Run 1, cell classes on the final placement:
(1 px per micron)
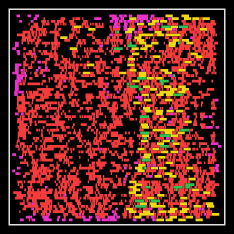
Run 1, signal wires on met3:
(2 px per micron)
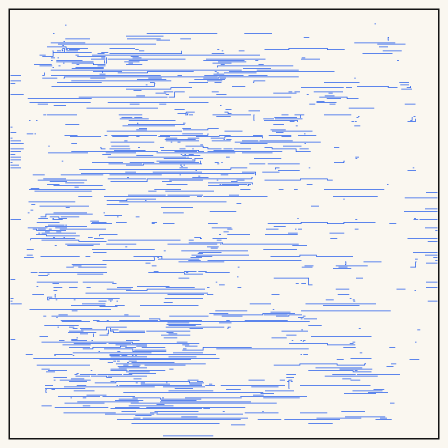
Run 1, sequential cells grouped by signal name:
(3 px per micron) Other sequential cells in the stronger gray, the rest of the logic in the fainter gray.
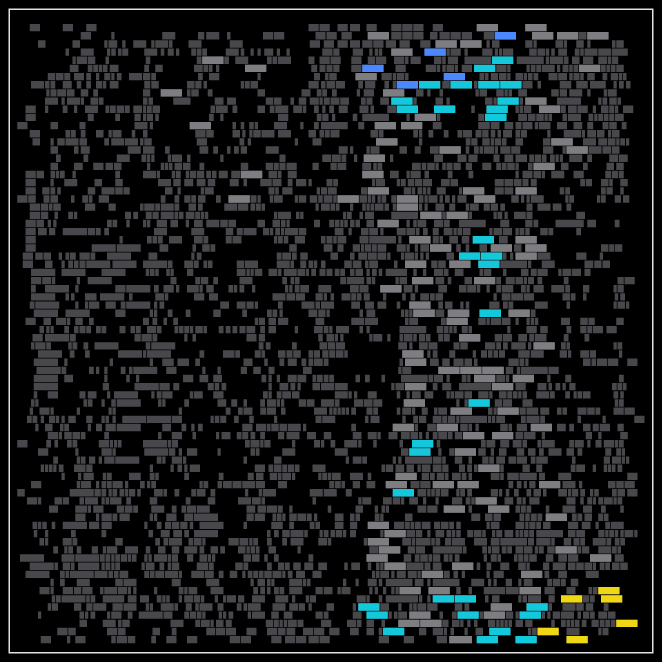
[config.mk]
export PLATFORM = sky130hd
export DESIGN_NAME = alu_mc
export DESIGN_NICKNAME = d
export VERILOG_FILES = /design/src/rtl/alu_pkg.sv /design/src/rtl/div_unit.sv /design/src/rtl/alu_mc.sv
export SDC_FILE = /design/constraint.sdc
export NUM_CORES = 1
export LEC_CHECK = 0
export CORE_MARGIN = 2
export CORE_UTILIZATION = 46
export DETAILED_ROUTE_END_ITERATION = 6
export PLACE_DENSITY = 0.72
export SLEW_MARGIN = 15
export SYNTH_ARGS = -nofsm -noshare
export SYNTH_HDL_FRONTEND = slang
export SYNTH_SLANG_ARGS = --single-unit
[constraint.sdc]
create_clock -name clk -period 9.5 [get_ports clk]
set_clock_uncertainty 0.1 [all_clocks]
set_input_delay 1.9 -clock clk [delete_from_list [all_inputs] [get_ports clk]]
set_output_delay 1.9 -clock clk [all_outputs]
set_load 0.02 [all_outputs]
[src/rtl/alu_pkg.sv]
`default_nettype none
// ============================================================================
// Module      : alu_pkg
// Description : Shared types and helpers for the multi-cycle execute unit:
//               operation encodings, control-state encoding, op classifiers.
// Revision    : 1.0 - initial release
// ============================================================================
package alu_pkg;

    // Operation encodings; codes 14 and 15 are reserved and produce zero.
    typedef enum logic [3:0] {
        OP_ADD  = 4'd0,
        OP_SUB  = 4'd1,
        OP_AND  = 4'd2,
        OP_OR   = 4'd3,
        OP_XOR  = 4'd4,
        OP_SLL  = 4'd5,
        OP_SRL  = 4'd6,
        OP_SRA  = 4'd7,
        OP_SLT  = 4'd8,
        OP_SLTU = 4'd9,
        OP_DIV  = 4'd10,
        OP_DIVU = 4'd11,
        OP_REM  = 4'd12,
        OP_REMU = 4'd13
    } alu_op_t;

    // Control state of the execute unit.
    typedef enum logic [0:0] {
        ST_IDLE = 1'b0,
        ST_DIV  = 1'b1
    } state_t;

    // True for any of the four M-extension divide/remainder ops.
    function automatic logic is_div_op(input logic [3:0] op);
        return (op == OP_DIV) || (op == OP_DIVU) || (op == OP_REM) || (op == OP_REMU);
    endfunction

    // True for the signed divide/remainder ops.
    function automatic logic is_signed_div(input logic [3:0] op);
        return (op == OP_DIV) || (op == OP_REM);
    endfunction

    // True when the remainder, not the quotient, is the wanted result.
    function automatic logic is_rem_op(input logic [3:0] op);
        return (op == OP_REM) || (op == OP_REMU);
    endfunction

endpackage
`default_nettype wire

[src/rtl/div_unit.sv]
`default_nettype none
// ============================================================================
// Module      : div_unit
// Description : Radix-2 restoring divider, one quotient bit per cycle.
//               Works on magnitudes and sign-corrects on the final step.
//               o_done/o_result are valid in the cycle of the last iteration.
// Revision    : 1.0 - initial release
// ============================================================================
module div_unit #(
    parameter int XLEN = 32
) (
    input  logic            clk,
    input  logic            reset,
    input  logic            i_abort,
    input  logic            i_start,
    input  logic            i_signed,
    input  logic            i_rem,
    input  logic [XLEN-1:0] i_a,
    input  logic [XLEN-1:0] i_b,
    output logic            o_done,
    output logic [XLEN-1:0] o_result
);

    localparam int CNT_W = $clog2(XLEN) + 1;

    logic [CNT_W-1:0] r_cnt;
    logic [XLEN-1:0]  r_rem;
    logic [XLEN-1:0]  r_quo;
    logic [XLEN-1:0]  r_dvs;
    logic             r_neg_q;
    logic             r_neg_r;
    logic             r_sel_rem;

    logic             w_a_neg;
    logic             w_b_neg;
    logic [XLEN-1:0]  w_a_mag;
    logic [XLEN-1:0]  w_b_mag;
    logic [XLEN:0]    w_trial;
    logic             w_fits;
    logic [XLEN-1:0]  w_rem_next;
    logic [XLEN-1:0]  w_quo_next;

    assign w_a_neg = i_signed & i_a[XLEN-1];
    assign w_b_neg = i_signed & i_b[XLEN-1];
    assign w_a_mag = w_a_neg ? (~i_a + 1'b1) : i_a;
    assign w_b_mag = w_b_neg ? (~i_b + 1'b1) : i_b;

    // Shift the next dividend bit into the partial remainder and try a subtract.
    // The partial remainder is always below the divisor, so the restored value
    // never needs more than XLEN bits.
    assign w_trial    = {r_rem, r_quo[XLEN-1]} - {1'b0, r_dvs};
    assign w_fits     = ~w_trial[XLEN];
    assign w_rem_next = w_fits ? w_trial[XLEN-1:0] : {r_rem[XLEN-2:0], r_quo[XLEN-1]};
    assign w_quo_next = {r_quo[XLEN-2:0], w_fits};

    assign o_done   = (r_cnt == CNT_W'(1));
    assign o_result = r_sel_rem ? (r_neg_r ? (~w_rem_next + 1'b1) : w_rem_next)
                                : (r_neg_q ? (~w_quo_next + 1'b1) : w_quo_next);

    // Load operands on start, then iterate one bit per cycle until the count expires.
    always_ff @(posedge clk) begin
        if (!reset || i_abort) begin
            r_cnt     <= '0;
            r_rem     <= '0;
            r_quo     <= '0;
            r_dvs     <= '0;
            r_neg_q   <= 1'b0;
            r_neg_r   <= 1'b0;
            r_sel_rem <= 1'b0;
        end else if (i_start) begin
            r_cnt     <= CNT_W'(XLEN);
            r_rem     <= '0;
            r_quo     <= w_a_mag;
            r_dvs     <= w_b_mag;
            r_neg_q   <= w_a_neg ^ w_b_neg;
            r_neg_r   <= w_a_neg;
            r_sel_rem <= i_rem;
        end else if (r_cnt != '0) begin
            r_cnt     <= r_cnt - CNT_W'(1);
            r_rem     <= w_rem_next;
            r_quo     <= w_quo_next;
        end
    end

endmodule
`default_nettype wire

[src/rtl/alu_mc.sv]
`default_nettype none
// ============================================================================
// Module      : alu_mc
// Description : Multi-cycle integer execute unit. Single-cycle ALU ops plus
//               iterative divide, valid/ready handshake on both sides, and a
//               registered output that holds under back-pressure.
// Revision    : 1.0 - initial release
// ============================================================================
module alu_mc
    import alu_pkg::*;
#(
    parameter int XLEN  = 32,
    parameter int TAG_W = 5
) (
    input  logic             clk,
    input  logic             reset,
    input  logic             flush,
    input  logic             in_valid,
    output logic             in_ready,
    input  logic [3:0]       in_op,
    input  logic [XLEN-1:0]  in_a,
    input  logic [XLEN-1:0]  in_b,
    input  logic [TAG_W-1:0] in_tag,
    output logic             out_valid,
    input  logic             out_ready,
    output logic [XLEN-1:0]  out_result,
    output logic [TAG_W-1:0] out_tag
);

    localparam int SH_W = $clog2(XLEN);

    state_t           r_state;
    logic             r_out_valid;
    logic [XLEN-1:0]  r_out_result;
    logic [TAG_W-1:0] r_out_tag;
    logic [TAG_W-1:0] r_div_tag;

    logic [SH_W-1:0]  w_shamt;
    logic [XLEN-1:0]  w_simple;
    logic [XLEN-1:0]  w_special;
    logic [XLEN-1:0]  w_fast_res;
    logic             w_is_div;
    logic             w_div_zero;
    logic             w_div_ovf;
    logic             w_accept;
    logic             w_div_start;
    logic             w_div_done;
    logic [XLEN-1:0]  w_div_result;

    assign w_shamt    = in_b[SH_W-1:0];
    assign w_is_div   = is_div_op(in_op);
    assign w_div_zero = (in_b == '0);
    assign w_div_ovf  = is_signed_div(in_op) && (in_a == {1'b1, {(XLEN-1){1'b0}}}) && (in_b == '1);

    // Divide-by-zero and signed overflow resolve immediately without iterating.
    assign w_special  = w_div_zero ? (is_rem_op(in_op) ? in_a : '1)
                                   : (is_rem_op(in_op) ? '0 : in_a);
    assign w_fast_res = w_is_div ? w_special : w_simple;

    assign in_ready    = reset && !flush && (r_state == ST_IDLE) && (!r_out_valid || out_ready);
    assign w_accept    = in_valid && in_ready;
    assign w_div_start = w_accept && w_is_div && !w_div_zero && !w_div_ovf;

    assign out_valid  = r_out_valid;
    assign out_result = r_out_result;
    assign out_tag    = r_out_tag;

    // Single-cycle datapath; divide ops and reserved codes fall to zero here.
    always_comb begin
        w_simple = '0;
        case (in_op)
            OP_ADD:  w_simple = in_a + in_b;
            OP_SUB:  w_simple = in_a - in_b;
            OP_AND:  w_simple = in_a & in_b;
            OP_OR:   w_simple = in_a | in_b;
            OP_XOR:  w_simple = in_a ^ in_b;
            OP_SLL:  w_simple = in_a << w_shamt;
            OP_SRL:  w_simple = in_a >> w_shamt;
            OP_SRA:  w_simple = XLEN'($signed(in_a) >>> w_shamt);
            OP_SLT:  w_simple = {{(XLEN-1){1'b0}}, ($signed(in_a) < $signed(in_b))};
            OP_SLTU: w_simple = {{(XLEN-1){1'b0}}, (in_a < in_b)};
            default: w_simple = '0;
        endcase
    end

    div_unit #(
        .XLEN (XLEN)
    ) u_div (
        .clk      (clk),
        .reset    (reset),
        .i_abort  (flush),
        .i_start  (w_div_start),
        .i_signed (is_signed_div(in_op)),
        .i_rem    (is_rem_op(in_op)),
        .i_a      (in_a),
        .i_b      (in_b),
        .o_done   (w_div_done),
        .o_result (w_div_result)
    );

    // Control FSM and output register: consume, reload, or launch a divide.
    always_ff @(posedge clk) begin
        if (!reset) begin
            r_state      <= ST_IDLE;
            r_out_valid  <= 1'b0;
            r_out_result <= '0;
            r_out_tag    <= '0;
            r_div_tag    <= '0;
        end else if (flush) begin
            r_state     <= ST_IDLE;
            r_out_valid <= 1'b0;
        end else begin
            if (r_out_valid && out_ready) begin
                r_out_valid <= 1'b0;
            end
            case (r_state)
                ST_IDLE: begin
                    if (w_accept) begin
                        if (w_div_start) begin
                            r_state   <= ST_DIV;
                            r_div_tag <= in_tag;
                        end else begin
                            r_out_valid  <= 1'b1;
                            r_out_result <= w_fast_res;
                            r_out_tag    <= in_tag;
                        end
                    end
                end
                ST_DIV: begin
                    if (w_div_done) begin
                        r_out_valid  <= 1'b1;
                        r_out_result <= w_div_result;
                        r_out_tag    <= r_div_tag;
                        r_state      <= ST_IDLE;
                    end
                end
                default: r_state <= ST_IDLE;
            endcase
        end
    end

endmodule
`default_nettype wire
==> notes.md, run 1 <==
Implementation results.

The run finished with clean final reports. In the final routed layout, each cell accounts on average for about 28 microns. The summed standard-cell area reported by yosys is 20300 sq um. The detailed route wirelength on metal2 is 41.6 mm.

The area fraction in mux cells is 10.3%. The main logic family after synthesis is AND-OR/OR-AND gates. The count of distinct cell types in the synthesized netlist is 92. The final critical path time including I/O delays and setup is ~8.0 ns. Hold is met by 0.364 ns. The worst hold path begins at u_div.r_dvs[0]. After synthesis, flip-flops and latches occupy 14.7% of the total area. After synthesis, the most frequently instantiated cells are 354 x nor2_1, 268 x nand2_1, 245 x a21oi_1, 186 x o21ai_0, 182 x clkbuf_1. Entering global routing, the biggest net connects 87 pins.

The yosys cell count is around 2900. The chip area is 45800 sq um. The design draws 10.1 mW. The area share of fa/ha/maj cells after synthesis is 8.69%.

The relative area change from synthesis to final layout is 10.6%. The sequential cell fraction of total power is 8.0%. The headroom to the max-slew limit is approximately 16%. The slowest stage of the critical path is the nor4_1 cell. Once iteration 0 of detailed routing completed, the report listed 3034 DRC markers.

The number of nets in the synthesized netlist is 3067. TritonCTS built the clock tree. The capturing element type of the critical path is a flop. The longest incremental delay of any stage on the critical path is reported as slightly above 1 ns.

The starting utilization of the core area is between 40% and 50%. The final instance count without filler cells is 3429. According to the finish report, the design has a final net count of 3046. By area the synthesized netlist is led by dfxtp_1 15%, ha_1 8.4%, nor2_1 6.6%. The initial antenna violation count came to 5.

The half-perimeter wire length of the detailed placement result is between 70 and 80 mm. According to the hold report, the worst path is of the reg2reg type. The worst-case reg-to-reg path depth is 22. The number of global-route vias before repair was about 22000. Sorting the synthesis cell report by count puts at the top nor2_1.

At the placement stage, the worst setup path has a slack of 1.58 ns. The top-area cell type share of the netlist area is between 10% and 20%. The post-layout worst setup margin is ~1.5 ns.

The script parses the final routing iteration and logs DRC violations as 0. The worst hold path was traced through 2 stages. Combinational logic burns 85.1% of the power. STA classifies the critical path startpoint as a primary input. The report lists the power per cell area as 449 nW/um^2. In this run the critical path is formed by buf_4 > buf_4 > ha_1 > nand4_1 > nor4_1 > nand4_1 > o21a_2 > a21oi_1 > nor2b_2 > and2_1 > o21ai_0 > o41ai_2. The global routing's busiest layer is met2. The placement report lists the number of port buffers as 116.

CTS reports a maximum clock tree buffer depth of 2. The post-synthesis share of cell area spent on and-or and or-and gates is around a third. Summing the areas of all and, or, nand and nor instances in the mapped netlist gives 21.5% of the synthesized area. The share of flip-flops with an asynchronous set or reset after synthesis is 0%. The hold violation count in the final report is 0.

In the global route stage, met3 resource usage came out at under 10%. Routing resource usage on met1 recorded by global route was ~52%. The count of buffer and inverter cells on the critical path is 2. The finished cells cover 22400 sq um. The worst setup path is of the in2reg kind. In this run, the clock network consumes 6.9% of the power. The total of fill cells in the finished design is 4309. The insertion delay to the later sink of the worst-skew pair is 0.46 ns. The sequential cell power is 0.807 mW.

The total area of sequential cells is 2980 sq um. Combinational cells consume a total of around 8.6 mW. The number of warning messages in the logs is 93. The length of routed met3 wiring is 9.96 mm.
-- 'cell classes on the final placement' (at the start) --
remaining logic cells -> red  # cells 2487, share of their area 76%
clock drivers and dummy loads -> green  # cells 32, share of their area 2.7%
remaining buffers and delay cells -> magenta  # cells 174, share of their area 7.4%
sequential cells -> yellow  # cells 149, share of their area 14%

-- 'signal wires on met3' (at the start) --
wire length on this layer = 9960 microns
share of all routed wire = 10%

-- 'sequential cells grouped by signal name' (at the start) --
`r_div_tag` -> blue  # placed flops 5
`u_div.r_cnt` -> yellow  # placed flops 6, where bottom right
`u_div.r_dvs` -> cyan  # placed flops 32, where a vertical strip on the right
not colored = 106

[run 1: layout by cell type, fill, tap and decap left out, drive strengths merged, types with 17 or more instances in the layout]
cell and n:
a211oi 95, a21o 27, a21oi 245, a221oi 29, a311oi 42, a31oi 38
and2 21, and3 17, buf 62, clkbuf 21, clkdlybuf4s50 112, dfxtp 149
ha 136, inv 148, mux2 19, mux2i 70, mux4 51, nand2 268
nand2b 21, nand3 48, nand4 23, nor2 355, nor2b 17, nor3 84
nor4 31, o211ai 31, o21a 17, o21ai 194, o21bai 18, o221ai 18
o31ai 35, o41ai 19, or3 26, xnor2 98, xor2 29
[run 1: worst reg2reg max path: cells and delay by family (launching register included)]
kind	cells	cell delay (ns)
XOR/XNOR	1	0.17
multiplexers	1	0.52
AND-OR/OR-AND	7	2.11
buffers and inverters	4	0.84
flip-flops	1	0.41
AND/OR/NAND/NOR	6	1.41
adder cells (fa/ha/maj)	3	0.91
[run 1: how the worst max path moves through the flow]
stage                        from              to  slack [ns]
after floorplan           in_b[2]  out_result[28]        3.32
after global routing      in_b[0]  out_result[24]        1.70
final                     in_b[0]  out_result[24]        1.52
after detailed placement  in_b[0]  out_result[24]        1.58
after global placement    in_b[0]  out_result[24]        1.63
after CTS                 in_b[0]  out_result[24]        2.05
[run 1: state kept, by name, summed over array words and instances (netlist names)]
register and count:
out_valid 1, u_div.r_neg_q 1, u_div.r_cnt 6, u_div.r_sel_rem 1
u_div.r_dvs 32, r_state 1, u_div.r_rem 32, out_result 32
out_tag 5, r_div_tag 5, u_div.r_quo 32, u_div.r_neg_r 1
[run 1: layout make-up]
type	count	share of cell area, %
antenna	2	0.0223
tap	585	3.27
inverter	150	2.52
clock buffer	21	2.05
clock inverter	11	0.564
sequential	149	13.3
timing repair buffer	174	7.11
multi-input combinational	2337	71.2
Run 1, metal layers overlaid:
(2 px per micron) Two of the layers only.
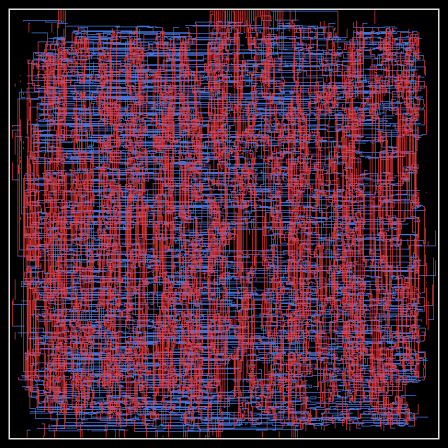

==> run 2: changes to the inputs <==
clock period = 7.6 ns   (was 9.5 ns; I/O delays follow)
Run 2, metal layers overlaid:
(2 px per micron) Two of the layers only.
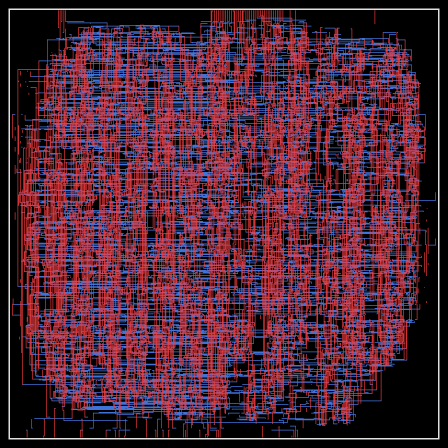
M1 -> blue  # wire length 36.0 mm
M2 -> red  # wire length 41.0 mm

==> notes.md, run 2 <==
Implementation results.

The share of the clock period used by the worst path is 84.2%. The count of buffers inserted at the top-level ports came to 116 (unchanged). The count of nets after finishing is 3063 (was 3046). The total detailed-routing wirelength was 93.2 mm (was 95.2 mm). The switching power total is 7.51 mW (was 6.03 mW). The total overflow reported by the global router came to 0 (unchanged). The share of synthesized area occupied by flip-flops and latches is 14.7% (unchanged). The maximum count of clock buffers along a single path was 2 (unchanged). The highest-power group is combinational cells (unchanged). The max-capacitance violation count is 0 (unchanged).

The design internal power was 5.09 mW (was 4.03 mW). The sequential cell fraction of total power came to 8.0% (about the same). The register clock-pin slew on the reported worst setup and hold paths is 0.06 ns (was 0.08 ns). The end of the worst hold path is u_div.r_dvs[0] (unchanged). The floorplan die width is 214 microns (unchanged). The source of the critical timing path is in_a[14] (was in_b[0]). The core region area is 43300 sq um (unchanged). The number of search-and-repair iterations in the first detailed-routing pass was 6 (unchanged). The violation count after the first detailed-routing iteration is 3621 (was 3034). The number of buffers inserted by hold repair at cts is 0 (unchanged). The transition time at the pin with the least slew margin came to 1.35 ns (was 1.23 ns). The hold violation count in the final report is 0 (unchanged).

The post-cts gate resize count is 0 (unchanged). The number of warning messages in the logs came to 93 (unchanged). The pin count of the biggest net entering global routing came to 87 (unchanged). The placement row count came to 76 (unchanged).

Commonest non-fill, non-tap cells in the layout: 354 x nor2_1, 267 x nand2_1, 245 x a21oi_1, 186 x o21ai_0, 148 x dfxtp_1 (unchanged). The TritonCTS sink count was 149 (unchanged). The power consumption is 12.6 mW (was 10.1 mW). The startpoint type of the worst setup path is a primary input (unchanged). The capturing element type of the critical path was a flop (unchanged). The leading register cell type out of synthesis is dfxtp_1 (unchanged). The global-route total usage across every layer is 39.2% (was 40.0%). The final weighted congestion in routability-driven placement is 1.04 (was 1.03).

The number of H-tree branching levels is 4 (unchanged). Result of the run: finished clean (unchanged). The sequential cell power is 1.01 mW (was 0.807 mW).

The final number of max-transition violations is 0 (unchanged). The summed standard-cell area reported by yosys came to 20300 sq um (unchanged). The post-synthesis instance area is 20300 sq um (unchanged). The share of flip-flops with an asynchronous set or reset after synthesis came to 0% (unchanged).

The number of synthesized register bits is 149 (unchanged). The setup slack of the most critical reg-to-reg path is 1.68 ns (was 2.99 ns). The path class of the lowest-slack min-delay path is reg2reg (unchanged). The highest ir drop seen on vdd came to 0.704 mV (was 0.560 mV). The critical path required time is 7.79 ns (was 9.77 ns). Static timing analysis puts the maximum clock frequency at 156 MHz. The clock tree root buffer cell was clkbuf_16 (unchanged). The cell with the most instances after synthesis was nor2_1 (unchanged). The yosys cell count is 2850 (unchanged). The relative area change from synthesis to final layout came to 11.1% (was 10.6%). The library cell with the largest summed area after synthesis is dfxtp_1 (unchanged). The static leakage is 8.46 nW (was 8.38 nW). The final tally of setup violations was 0 (unchanged).

The insertion delay to the later sink of the worst-skew pair is 0.44 ns (was 0.46 ns). The total of fill cells in the finished design came to 4285 (was 4309). Most common library cells after synthesis: 354 x nor2_1, 268 x nand2_1, 245 x a21oi_1, 186 x o21ai_0, 182 x clkbuf_1 (unchanged). The largest fanout on the critical path is 14 (was 49). The fraction of power spent switching nets is 59.6% (was 59.9%). The starting utilization of the core area is 46.9% (unchanged). The clock network power is 0.841 mW (was 0.692 mW).

The initial antenna violation count was 1 (was 5). The number of cells produced by synthesis is 2850 (unchanged). The post-layout worst setup margin is 1.20 ns (was 1.52 ns).

The number of nets in the synthesized netlist is 3067 (unchanged). The start point of the worst hold path was u_div.r_dvs[0] (unchanged). The end of the worst register-to-register path is out_result[24] (was out_result[28]). The mean number of vias per cell is 6.93 (was 6.90). The clock tree from TritonCTS is yes (unchanged). The total area of sequential cells is 2980 sq um (unchanged). The final sum of negative setup slack is 0 ns (unchanged). The post-detailed-route wirelength per cell was 27.1 microns (was 27.8 microns). The total number of vias is 23873 (was 23672).

Top cells by area in the synthesized netlist: dfxtp_1 15%, ha_1 8.4%, nor2_1 6.6% (unchanged). The chip area is 45800 sq um (unchanged). The final critical path time including I/O delays and setup is roughly 6.4 ns.

The height of the die came to 214 microns (unchanged). The power drawn by the combinational cells is 10.7 mW (was 8.57 mW). The most instantiated logic cell after routing is nor2_1 (unchanged). The count of distinct cell types in the synthesized netlist came to 92 (unchanged). The share of cells above drive strength 1 is 8.05% (was 7.53%). The fraction of the core area covered by cells at the end of the flow is 52.1% (was 51.8%). The depth of the worst hold-timing path came to 2 (unchanged). The worst-case reg-to-reg path depth is 18 (was 22).

The critical path arrival was 6.59 ns (was 8.25 ns). The number of nets with antenna violations after detailed routing came to 0 (unchanged). The half-perimeter wire length of the detailed placement result is 70.8 mm (was 72.5 mm). The top-area cell type share of the netlist area is 14.7% (unchanged). The final hold slack is 0.361 ns (was 0.364 ns). The area used by multi-input combinational logic is 16000 sq um (about the same). The combinational group share of total power is 85.3% (was 85.1%).

The first-pass GRT wire length was 140 mm (was 141 mm). The headroom to the max-slew limit is 7.88% (was 15.7%). The last element of the critical path is out_result[26] (was out_result[24]).

The source of the worst register-to-register timing path is u_div.r_quo[31] (unchanged). The mean cell area of the mapped netlist is 7.12 sq um (unchanged). The post-CTS repair timing setup buffer count was 0 (unchanged). The top-level I/O count is 117 (unchanged). The post-synth tally of flip-flops with integrated enable is 0 (unchanged). The total number of yosys warnings is 0 (unchanged).

The total DRC errors in the routed layout came to 0 (unchanged). The worst setup slack after placement came to 1.07 ns (was 1.58 ns). The power density normalized to cell area is 559 nW/um^2 (was 449 nW/um^2).

Setup repair after global routing missed its margin: no (unchanged). The type of the setup path with the least slack is in2reg (unchanged). The number of buffers inserted during clock tree synthesis is 17 (unchanged). The number of global-route vias before repair is 22279 (was 22034). The clock network fraction of design power came to 6.7% (was 6.9%).
## run 2: netlist changes by cell type in the layout (fill, tap and decap cells not counted), sizes merged
cell	before	now
clkinv	7	8
buf	62	79
clkbuf	21	22
clkinvlp	4	1
## run 2: critical path, stage by stage
cell and delay (ns):
clkdlybuf4s50_1 1.03, inv_1 0.21, ha_1 0.50, or4_1 0.53
nor3_1 0.23, nand2_1 0.19, a311o_1 0.42, a31oi_1 0.44
o21ai_1 0.14, a31oi_1 0.34, o221ai_1 0.18, a211oi_1 0.71
o31ai_1 0.13
## run 2: cells by family after synthesis
| kind of cell | after synthesis | synth area share (%) |
|---|---|---|
| adders and majority gates | 139 | 8.69 |
| and+or+nand+nor | 959 | 21.5 |
| buffers and inverters | 364 | 6.90 |
| DFF | 149 | 14.7 |
| AOI/OAI and AO/OA | 972 | 32.4 |
| xor gates and xnor gates | 127 | 5.49 |
| muxes | 140 | 10.3 |
## run 2: metal layers
layer	vias to the layer above	track usage, %	wire, microns	share of wire [%]
li1	10559	-	-	-
met2	1686	62.1	41000	44
met1	11292	50.2	36000	39
met3	334	6.90	10100	11
met5	-	0	10	0.011
met4	2	22.2	6080	6.5
## run 2: stage by stage
step | cells | instance area [sq um]
final | 3445 | 22500
after floorplan | 2850 | 20300
after CTS | 3443 | 22500
after global placement | 3412 | 21900
after detailed placement | 3412 | 21900
after global routing | 3443 | 22500
## run 2: cell type report
type	instances	area share, %
Clock buffer	22	2.11
Inverter	150	2.51
Clock inverter	9	0.450
Sequential cell	149	13.2
Tap cell	585	3.25
Multi-Input combinational cell	2337	70.8
Antenna cell	2	0.0222
Timing Repair Buffer	191	7.59
Power is estimated from default activity; no workload was simulated.
